$ cat src/rtl/vote_persistence_filter.sv
`default_nettype none
// ============================================================================
// Module   : vote_persistence_filter
// Purpose  : Debounces the 1-bit 2-of-3 majority vote with an ON/OFF
//            persistence state machine, producing a filtered `active` level.
//            It also counts filtered rising events (saturating) and flags
//            each one to a consumer over a valid/ready handshake.
// Ports    : clk          - clock, all state changes on the rising edge
//            reset        - synchronous reset, active low
//            in_val       - sample strobe; in_vote consumed only when 1
//            in_vote      - majority vote from the pair/triple detector
//            clear        - synchronous clear of event_count and pending flag
//            active       - filtered vote level (registered)
//            event_val    - rising event(s) pending acknowledgement
//            event_rdy    - consumer accepts the pending notification
//            event_count  - saturating count of filtered rising events
// Revision : 1.0 - initial release
// ============================================================================
module vote_persistence_filter #(
  parameter int N_ON  = 3,
  parameter int N_OFF = 2,
  parameter int W     = 8
) (
  input  logic         clk,
  input  logic         reset,
  input  logic         in_val,
  input  logic         in_vote,
  input  logic         clear,
  output logic         active,
  output logic         event_val,
  input  logic         event_rdy,
  output logic [W-1:0] event_count
);

  localparam logic [3:0]   C_N_ON    = 4'(N_ON);
  localparam logic [3:0]   C_N_OFF   = 4'(N_OFF);
  localparam logic [W-1:0] C_CNT_MAX = '1;

  typedef enum logic [1:0] {
    S_OFF    = 2'd0,
    S_ARM    = 2'd1,
    S_ON     = 2'd2,
    S_DISARM = 2'd3
  } state_t;

  state_t         r_state;
  state_t         w_state_nxt;
  logic   [3:0]   r_run;
  logic   [3:0]   w_run_nxt;
  logic   [3:0]   w_run_inc;
  logic           w_rise;
  logic           w_active_nxt;
  logic           r_active;
  logic           r_event_val;
  logic   [W-1:0] r_event_count;

  assign w_run_inc = r_run + 4'd1;

  // Next-state logic. A low strobe holds state and run, so gaps never break
  // a run. w_rise marks entry into ON from OFF/ARM only.
  always_comb begin
    w_state_nxt = r_state;
    w_run_nxt   = r_run;
    w_rise      = 1'b0;
    if (in_val) begin
      case (r_state)
        S_OFF: begin
          if (in_vote) begin
            if (C_N_ON == 4'd1) begin
              w_state_nxt = S_ON;
              w_run_nxt   = 4'd0;
              w_rise      = 1'b1;
            end else begin
              w_state_nxt = S_ARM;
              w_run_nxt   = 4'd1;
            end
          end
        end
        S_ARM: begin
          if (in_vote) begin
            if (w_run_inc >= C_N_ON) begin
              w_state_nxt = S_ON;
              w_run_nxt   = 4'd0;
              w_rise      = 1'b1;
            end else begin
              w_run_nxt   = w_run_inc;
            end
          end else begin
            w_state_nxt = S_OFF;
            w_run_nxt   = 4'd0;
          end
        end
        S_ON: begin
          if (!in_vote) begin
            if (C_N_OFF == 4'd1) begin
              w_state_nxt = S_OFF;
              w_run_nxt   = 4'd0;
            end else begin
              w_state_nxt = S_DISARM;
              w_run_nxt   = 4'd1;
            end
          end
        end
        S_DISARM: begin
          if (!in_vote) begin
            if (w_run_inc >= C_N_OFF) begin
              w_state_nxt = S_OFF;
              w_run_nxt   = 4'd0;
            end else begin
              w_run_nxt   = w_run_inc;
            end
          end else begin
            w_state_nxt = S_ON;
            w_run_nxt   = 4'd0;
          end
        end
        default: begin
          w_state_nxt = S_OFF;
          w_run_nxt   = 4'd0;
        end
      endcase
    end
  end

  // active is registered from the next state so it lines up with the edge
  // that samples the final vote of a run.
  assign w_active_nxt = (w_state_nxt == S_ON) || (w_state_nxt == S_DISARM);

  always_ff @(posedge clk) begin
    if (!reset) begin
      r_state       <= S_OFF;
      r_run         <= 4'd0;
      r_active      <= 1'b0;
      r_event_val   <= 1'b0;
      r_event_count <= '0;
    end else begin
      r_state  <= w_state_nxt;
      r_run    <= w_run_nxt;
      r_active <= w_active_nxt;

      // A rise coinciding with clear or an acknowledge must not be lost.
      if (clear) begin
        r_event_val <= w_rise;
      end else if (w_rise) begin
        r_event_val <= 1'b1;
      end else if (r_event_val && event_rdy) begin
        r_event_val <= 1'b0;
      end

      if (clear) begin
        r_event_count <= w_rise ? W'(1) : '0;
      end else if (w_rise && (r_event_count != C_CNT_MAX)) begin
        r_event_count <= r_event_count + W'(1);
      end
    end
  end

  assign active      = r_active;
  assign event_val   = r_event_val;
  assign event_count = r_event_count;

endmodule
`default_nettype wire
$ cat config.mk
export PLATFORM = sky130hd
export DESIGN_NAME = vote_persistence_filter
export DESIGN_NICKNAME = d
export VERILOG_FILES = /design/src/rtl/vote_persistence_filter.sv
export SDC_FILE = /design/constraint.sdc
export NUM_CORES = 1
export LEC_CHECK = 0
export ABC_CLOCK_PERIOD_IN_PS = 1590
export CAP_MARGIN = 20
export CORE_UTILIZATION = 54
export DETAILED_ROUTE_END_ITERATION = 12
export DONT_BUFFER_PORTS = 1
export PLACE_DENSITY = 0.72
export SLEW_MARGIN = 10
export SYNTH_ARGS = -nofsm -noshare
export SYNTH_HDL_FRONTEND = slang
export SYNTH_SLANG_ARGS = --single-unit
export TNS_END_PERCENT = 50
$ cat constraint.sdc
create_clock -name clk -period 1.59 [get_ports clk]
set_input_delay 0.3975 -clock clk [delete_from_list [all_inputs] [get_ports clk]]
set_output_delay 0.3975 -clock clk [all_outputs]
set_load 0.01 [all_outputs]
==> impl_metrics.csv <==
group,metric,value,unit
yosys,synthTopCellsByCount,"dfxtp_1, nand2_1, nor2_1",
clock_network,cts-buffers-inserted,3,
clock_network,cts_tree,"yes",
cells_and_area,synthToLayoutAreaGrowth,40.1,%
cells_and_area,combGateArea,649,µm²
setup_path,critical_path.max_stage_delay,0.52,ns
setup_path,cp-startpoint,"r_run[1]",
drt,drc,0,
setup_path,startpoint_type,"flip-flop",
drt,drt_iter0_drc,36,
global_routing,grt_usage,28.1,%
drt,ant_nets,0,
die,ios,16,
drt,viasPerCell,6.32,
yosys,synthFlopType,"dfxtp_1",
global_routing,grt_pass1_vias,892,
yosys,postSynthAreaPerCell,8.37,µm²
cells_and_area,fin_nets,145,
placed_design,dpl_cell_area,1090,µm²
drt,drt_wl_total,2320,µm
flow_run,tool_warnings,30,
timing,rsz0062_at_grt,"true",
timing,final-setup-viol-count,7,
yosys,async_flop_share,0,%
placed_design,gp_congestion,0.802,
timing,hold_viol_final,0,
timing,final_max_slew_viol_count,0,
cells_and_area,diodes,0,
setup_path,crit_chain,"ha_4 -> and2_4 -> a21oi_4 -> o311ai_4 -> or4b_1 -> a21oi_2",
die,fp-utilization,58.2,%
worst_hold_path,hp-start,"reset",
yosys,area_leaders,"dfxtp_1, ha_1, nand2_1",
die,die_w,42.5,µm
placed_design,dp_hpwl,1560,µm
timing,fin_crit_sh,108,%
placed_design,post-place-cells,140,
power_and_ir_drop,cellLeakagePower,0.472,nW
clock_network,htree_levels,1,
die,chip_area,1810,µm²
timing,tightest_slew,0.437,ns
cells_and_area,fillers,104,
yosys,edf_count,0,
setup_path,crit_slowest_cell,"or4b_1",
timing,worst_slack,-0.134,ns
power_and_ir_drop,power_density,554,nW/µm²
setup_path,cp_data_required_time,1.81,ns
setup_path,end_kind,"flip-flop",
yosys,yosys_warnings,0,
clock_network,clk_pin_slew,0.09,ns
yosys,yosysMostFrequentCell,"dfxtp_1",
yosys,yosysCellCount,106,
yosys,syn_nets,116,
yosys,ys_seq_share,36.1,%
global_routing,antenna_found_initial,0,
status,status,"finished with violations",
drt,avgRoutedWirePerCell,15.6,µm
drt,drtPass1Iterations,4,
die,die_y,42.5,µm
power_and_ir_drop,peakVddDrop,423,µV
setup_path,crit_family,"simple AND/OR/NAND/NOR gates",
clock_network,cts_sinks,16,
cells_and_area,flop_area,329,µm²
clock_network,postCtsHoldBufs,0,
yosys,ys_area,887,µm²
timing,setup_tns,-0.389,ns
placed_design,numPortBuffers,0,
cells_and_area,fin_cells,149,
yosys,synth_area_leader_cell,"dfxtp_1",
setup_path,r2r_setup_slack,-0.13,ns
global_routing,grt_max_degree,11,
timing,layout_min_cycle_time,1.72,ns
setup_path,cp.arrival,1.95,ns
yosys,netlist.area_leader.share,36.1,%
global_routing,grt_pass1_wl,3830,µm
yosys,synthCells,106,
clock_network,cts_buffer_depth,2,
setup_path,critical_path_class,"reg2reg",
drt,via_count,941,
cells_and_area,drive_gt1_share,36.1,%
timing,timing.fmax,0.580,GHz
status,violations,"setup timing",
setup_path,path_buffers,0,
die,rows,14,
metal layers:
| layer | routed length, µm | track usage, % |
|---|---|---|
| met1 | 1030 | 35.5 |
| met4 | 30 | 10.0 |
| met3 | 184 | 9.91 |
| met5 | 0 | 0 |
| met2 | 1080 | 44.0 |
registers in the layout, indices dropped and copies added (netlist names):
name	count
event_count	8
r_state	2
active	1
event_val	1
r_run	4
repair_timing:
action | 4_1_cts | 5_1_grt
resized | 6 | 10
setup endpoints to repair | 10 | 14
pin swaps | 1 | 8
buffers inserted | 3 | 3
cell usage in the layout (no fill, tap or decap), types with 2 or more instances in the layout:
cell and count:
buf_4 24, dfxtp_1 13, nand2_1 11, nor2_1 6
inv_1 5, nor2b_1 5, nand3_1 4, o21ai_0 4
a21oi_1 3, and3_1 3, a211oi_1 3, clkbuf_4 3
a21boi_1 2, o31ai_1 2, nand3b_1 2, nor3_1 2
a31oi_1 2, o211ai_1 2, ha_4 2, ha_1 2
dfxtp_4 2, buf_6 2
power by group:
group	switching [mW]	internal (mW)	leakage (nW)
logic	0.0302	0.0371	0.327
registers	0.00442	0.403	0.131
clock network	0.125	0.0880	0.0138
final cells by class:
type	instances	area share [%]
multi-input cells	83	52.3
repair buffers	26	16.3
flip-flops and latches	16	26.5
clock buffers	3	1.81
inverters	5	1.51
well taps	16	1.61
final timing paths:
check,to,cells past startpoint
setup / recovery,event_count[5],6
hold / removal,r_run[0],1
setup reg to reg,event_count[5],6
hold reg to reg,event_val,2
cells by family (layout without fill, tap and decap cells):
family	after synthesis	after routing	share of synthesized area [%]
simple gates	46	46	28.8
compound gates	33	33	26.4
flops	16	16	36.1
buf+inv	7	34	3.10
fa+ha+maj	4	4	5.64
stage by stage:
stage	setup WS [ns]	power (mW)	hold slack, ns	util (%)
after floorplan	0.00817	0.452	0.479	-
after global placement	-0.185	0.477	0.494	71.8
after detailed placement	-0.237	0.479	0.497	71.8
after CTS	-0.0705	0.688	0.234	77.0
after global routing	-0.168	0.718	0.227	81.5
final	-0.134	0.688	0.233	81.5
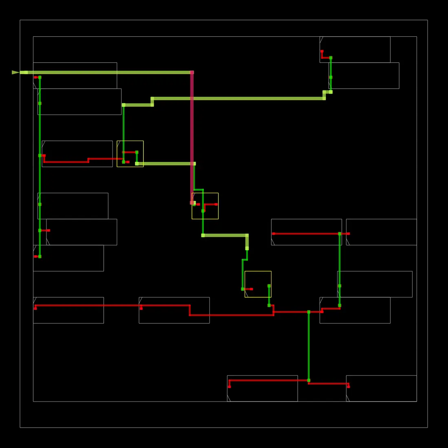
(images/clocks.png)
Clock Skew: 0.00224 ns
Flop Count: 16
Late-Pin Clk Latency: 0.28 ns
clk pwr: 0.213 mW
Clock Buffer Count: 3

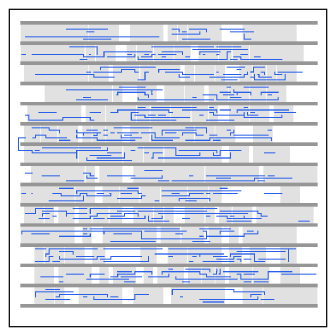
(images/layer_met1.png)
Supply wires on this layer in grey. Cells faint in the background.
- share of all routed wire: 44%
- main direction: horizontal
- wire length on this layer: 1,030 µm
- longest straight run: 17.9 µm
- nets with wire on the layer: 135

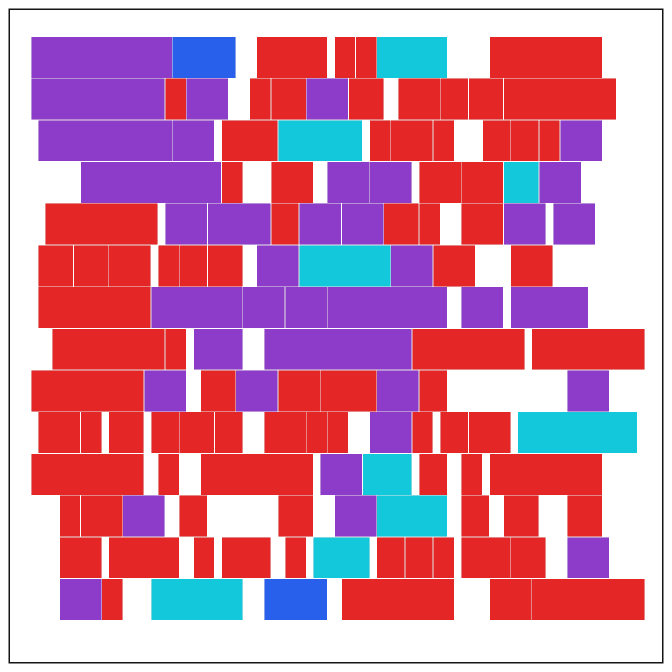
(images/sizes.png)
- blue: _6 and larger (cells 2; most used buf_6)
- red: _0 and _1 cells (cells 85; most used dfxtp_1)
- purple: _3 and _4 cells (cells 37; most used buf_4)
- cyan: _2 cells (cells 9)

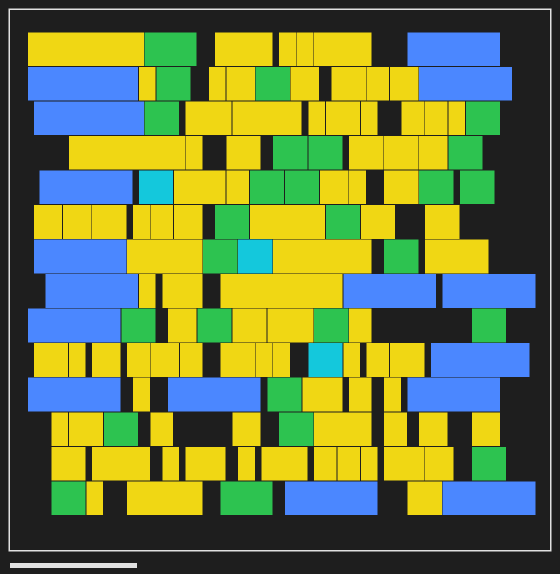
(images/placement_by_type.png)
The bar under the picture is 10 µm long.
- green: other buffers and delay cells (cells 26; share of their area 17%)
- cyan: clock drivers (cells 3; share of their area 1.8%)
- blue: flops (cells 16; share of their area 27%)
- yellow: combinational and other logic (cells 88; share of their area 55%)
post-route cell area: 1240 µm²
flop share of the area: 26.5%
core box area: 1520 µm²

Power figures rest on the tool's default switching activity, not on a simulated workload.
